File: src/rtl/dma_copy_master_pkg.sv
// Shared bus command codes, I/O window addresses and FSM state encoding for the copy master.
// Imported by the CPU-side decode as well as the DMA block.
package dma_copy_master_pkg;

    localparam logic [1:0] MNONE  = 2'b00;
    localparam logic [1:0] MREAD  = 2'b01;
    localparam logic [1:0] MWRITE = 2'b10;

    localparam logic [8:0] LEDADDR = 9'h100;
    localparam logic [8:0] SWADDR  = 9'h140;

    typedef enum logic [2:0] {
        IDLE    = 3'd0,
        RD_ADDR = 3'd1,
        RD_DATA = 3'd2,
        WR      = 3'd3,
        DONE    = 3'd4
    } state_t;

endpackage

File: src/rtl/dma_addr_gen.sv
// dma_addr_gen: source/destination pointers and remaining-word count for one copy.
// Latency: pointers update on the edge their enable is high; last is combinational from remaining.
// Backpressure: none; the FSM owns all sequencing.
module dma_addr_gen #(
    parameter int ADDR_W = 9,
    parameter int LEN_W  = 9
) (
    input  logic              clk,
    input  logic              reset,
    input  logic              load,
    input  logic [ADDR_W-1:0] src,
    input  logic [ADDR_W-1:0] dst,
    input  logic [LEN_W-1:0]  len,
    input  logic              src_inc,
    input  logic              dst_step,
    output logic [ADDR_W-1:0] cur_src,
    output logic [ADDR_W-1:0] cur_dst,
    output logic              last
);

    logic [LEN_W-1:0] remaining;

    assign last = (remaining == LEN_W'(1));

    // Pointers wrap naturally at 2^ADDR_W.
    always_ff @(posedge clk or posedge reset) begin
        if (reset) begin
            cur_src   <= '0;
            cur_dst   <= '0;
            remaining <= '0;
        end else if (load) begin
            cur_src   <= src;
            cur_dst   <= dst;
            remaining <= len;
        end else begin
            if (src_inc) begin
                cur_src <= cur_src + 1'b1;
            end
            if (dst_step) begin
                cur_dst   <= cur_dst + 1'b1;
                remaining <= remaining - 1'b1;
            end
        end
    end

endmodule

File: src/rtl/dma_copy_master.sv
// dma_copy_master: block copy initiator on the shared memory bus; DMA_COPY_CHECKSUM_EN adds a read-word checksum port.
// Latency: 3 cycles per word (MREAD, MREAD, MWRITE), done pulses the cycle after the last write.
// Backpressure: none; bus grant is external, start is sampled only in IDLE and never queued.
module dma_copy_master
    import dma_copy_master_pkg::*;
#(
    parameter int ADDR_W = 9,
    parameter int DATA_W = 16,
    parameter int LEN_W  = 9
) (
    input  logic              clk,
    input  logic              reset,
    input  logic              start,
    input  logic [ADDR_W-1:0] src,
    input  logic [ADDR_W-1:0] dst,
    input  logic [LEN_W-1:0]  len,
    output logic              busy,
    output logic              done,
    output logic [1:0]        mem_cmd,
    output logic [ADDR_W-1:0] mem_addr,
    output logic [DATA_W-1:0] write_data,
    input  logic [DATA_W-1:0] read_data
`ifdef DMA_COPY_CHECKSUM_EN
    ,
    output logic [DATA_W-1:0] checksum
`endif
);

    state_t            state;
    state_t            nxt;
    logic [DATA_W-1:0] data_q;
    logic [ADDR_W-1:0] cur_src;
    logic [ADDR_W-1:0] cur_dst;
    logic              last;
    logic              accept;

    assign accept = (state == IDLE) && start;

    dma_addr_gen #(
        .ADDR_W (ADDR_W),
        .LEN_W  (LEN_W)
    ) u_addr_gen (
        .clk      (clk),
        .reset    (reset),
        .load     (accept),
        .src      (src),
        .dst      (dst),
        .len      (len),
        .src_inc  (state == RD_DATA),
        .dst_step (state == WR),
        .cur_src  (cur_src),
        .cur_dst  (cur_dst),
        .last     (last)
    );

    always_ff @(posedge clk or posedge reset) begin
        if (reset) begin
            state <= IDLE;
        end else begin
            state <= nxt;
        end
    end

    always_comb begin
        nxt = state;
        case (state)
            IDLE:    if (start) nxt = (len == '0) ? DONE : RD_ADDR;
            RD_ADDR: nxt = RD_DATA;
            RD_DATA: nxt = WR;
            WR:      nxt = last ? DONE : RD_ADDR;
            DONE:    nxt = IDLE;
            default: nxt = IDLE;
        endcase
    end

    // Bus outputs decode from registered state only, so they cannot glitch on input changes.
    always_comb begin
        busy       = 1'b0;
        done       = 1'b0;
        mem_cmd    = MNONE;
        mem_addr   = '0;
        write_data = '0;
        case (state)
            RD_ADDR, RD_DATA: begin
                busy     = 1'b1;
                mem_cmd  = MREAD;
                mem_addr = cur_src;
            end
            WR: begin
                busy       = 1'b1;
                mem_cmd    = MWRITE;
                mem_addr   = cur_dst;
                write_data = data_q;
            end
            DONE:    done = 1'b1;
            default: ;
        endcase
    end

    // Synchronous-read RAM returns data the cycle after the address, i.e. during RD_DATA.
    always_ff @(posedge clk or posedge reset) begin
        if (reset) begin
            data_q <= '0;
        end else if (state == RD_DATA) begin
            data_q <= read_data;
        end
    end

`ifdef DMA_COPY_CHECKSUM_EN
    always_ff @(posedge clk or posedge reset) begin
        if (reset) begin
            checksum <= '0;
        end else if (accept) begin
            checksum <= '0;
        end else if (state == RD_DATA) begin
            checksum <= checksum + read_data;
        end
    end
`endif

endmodule
File: config.mk
export PLATFORM = sky130hd
export DESIGN_NAME = dma_copy_master
export DESIGN_NICKNAME = d
export VERILOG_FILES = /design/src/rtl/dma_copy_master_pkg.sv /design/src/rtl/dma_addr_gen.sv /design/src/rtl/dma_copy_master.sv
export SDC_FILE = /design/constraint.sdc
export NUM_CORES = 1
export LEC_CHECK = 0
export ABC_AREA = 1
export CORE_MARGIN = 2
export CORE_UTILIZATION = 40
export DETAILED_ROUTE_END_ITERATION = 6
export PLACE_DENSITY = 0.75
export SLEW_MARGIN = 20
export SYNTH_ARGS = -nofsm -noshare
export SYNTH_HDL_FRONTEND = slang
export SYNTH_SLANG_ARGS = --single-unit
File: constraint.sdc
create_clock -name clk -period 4.19 [get_ports clk]
set_input_delay 1.257 -clock clk [delete_from_list [all_inputs] [get_ports clk]]
set_output_delay 1.257 -clock clk [all_outputs]
set_load 0.05 [all_outputs]
Figure 1. Power grid.
Pins as bars on the die edge. Tap cells in gray.
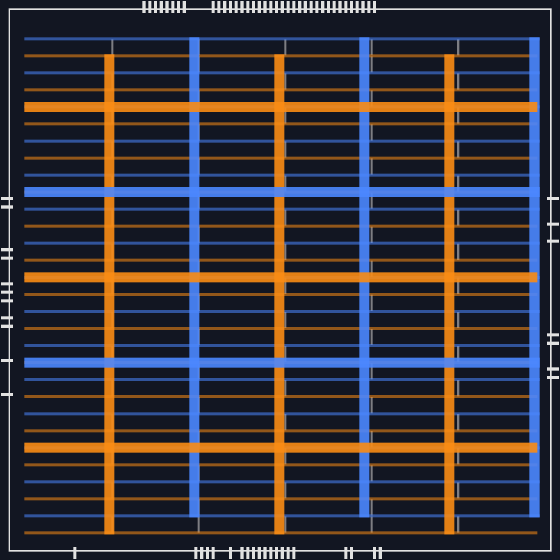
[orange] VSS
[blue] VDD
rows: 29
met1 rails: 30
floorplan die width: 86.2 um
largest vdd supply drop: 0.531 mV
die height: 86.2 um

Figure 2. Placed standard cells.
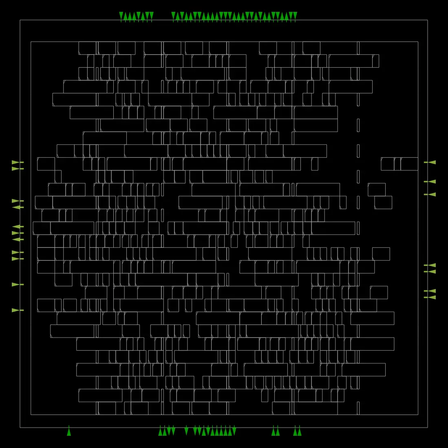
number of core rows: 29
number of cells in the finished layout apart from fillers: 536
inserted tap cell count: 77
seq_cells: 46
Post-Route Utilization: 56.0%

Figure 3. Signal wires on met2.
Bar = 20 um.
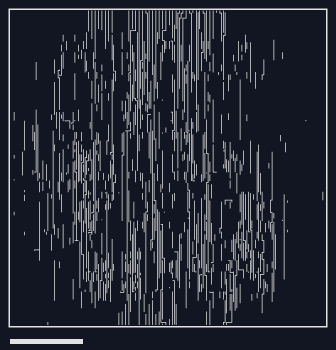
main direction: vertical
longest straight run: 46.2 um
share of all routed wire: 50%
nets with wire on the layer: 411
wire length on this layer: 3510 um
met2 Track Usage GR: 34.0%
Detailed Route WL: 7030 um
number of vias after detailed routing: 2679

Figure 4. Placed cells, one color a class.
Bar = 20 um. Fill, decap, tap and diode cells in gray.
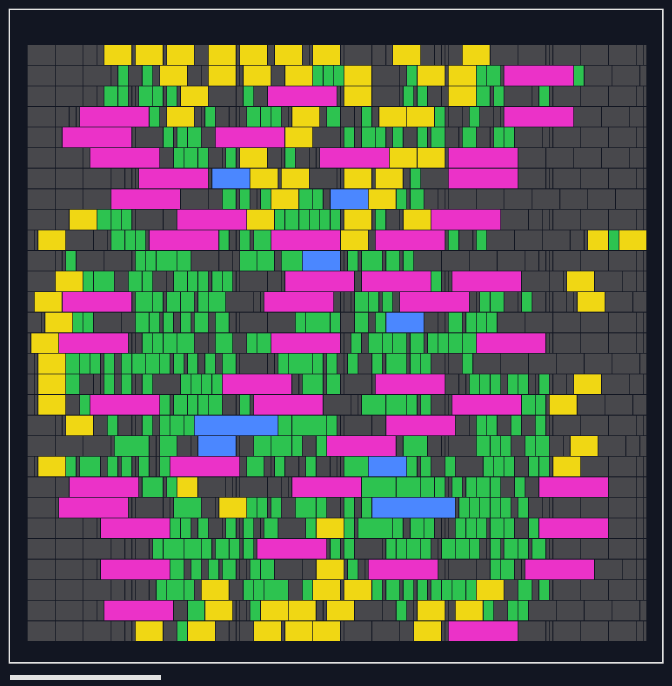
[green] combinational and other logic | cells: 329 | share of their area: 42%
[yellow] other buffers and delay cells | cells: 76 | share of their area: 21%
[blue] clock drivers and dummy loads | cells: 8 | share of their area: 4.0%
[magenta] flops | cells: 46 | share of their area: 33%
sequential share of cell area: 31.8%
final design area excluding fillers: 3620 um^2
placeable core region: 6460 um^2

Figure 5. Clock network drawn from the DEF.
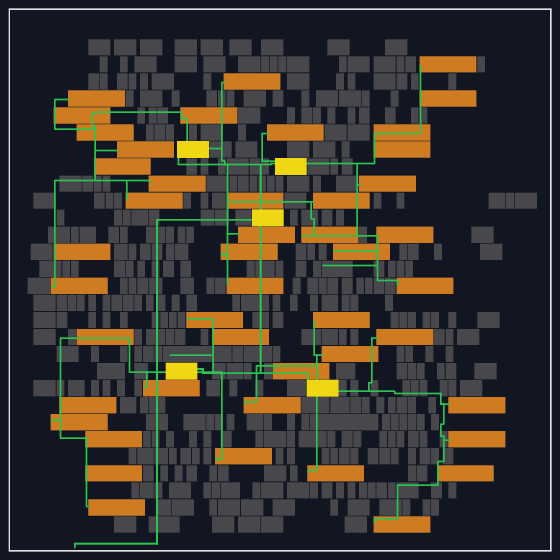
[orange] flip-flops | count: 46
[yellow] clock drivers | count: 5
[green] clock wires | length: 625 um
flops lie: spread over the die
routed clock nets: 6
part of the total power dissipated in the clock network: 13.2%
Clock Power: 409 uW

==> run summary <==
Flow results are below.

- The run finished with clean final reports.
- The worst reg2reg path startpoint is state[2], for reference.
- The pin count of the biggest net entering global routing is 47, for reference.
- For the sequential group, total power comes out at 814 uW.
- The top flip-flop cell by instance count after synthesis is dfrtp_1, for reference.
- The heaviest power group is combinational logic, for reference.
- The tally of filler cells in the layout is 604, for reference.
- The critical path's largest stage delay is 0.86 ns, for reference.
- Leaving out buffers and inverters, the combinational logic in the layout accounts for 1230 um^2.
- The arrival time of data at the critical path endpoint is 2.54 ns, for reference.
- The endpoint of the worst hold path is reported as u_addr_gen.cur_src[8].
- The launching instance or port of the critical path is state[2], for reference.
- The dominant kind of combinational cell is simple AND/OR/NAND/NOR gates, for reference.
- The layout has 6 clock buffers.
- The count of multi-input combinational gates is 265, for reference.
- Static timing analysis puts the maximum clock frequency at 263 MHz.
- The synth_stat.txt file lists the number of cells as 386.
- The number of stages on the worst hold path is 2, for reference.
- The detail route stage leaves a number of antenna-violating nets equal to 0.
- The layout report lists the combined flip-flop and latch area as 1150 um^2.
- STA lists the startpoint of the worst hold path as u_addr_gen.cur_src[8].
[layout by cell type (no fill, tap or decap), types with 2 or more instances in the layout]
cell type / netlist / layout
clkbuf_8: 0 / 6
nor2_1: 42 / 42
o22ai_1: 5 / 5
buf_4: 3 / 2
nand4_1: 3 / 3
nand3_1: 33 / 33
xor2_1: 2 / 2
inv_1: 62 / 61
o21ai_0: 27 / 27
o21ai_1: 6 / 6
o221ai_1: 2 / 2
dfrtp_1: 46 / 46
nand2_1: 118 / 118
inv_2: 2 / 2
clkdlybuf4s50_1: 0 / 74
ha_1: 4 / 4
xnor2_1: 2 / 2
o211ai_1: 11 / 11
nand2_2: 3 / 3
bufinv_16: 0 / 2
Power and IR drop assume default switching activity.
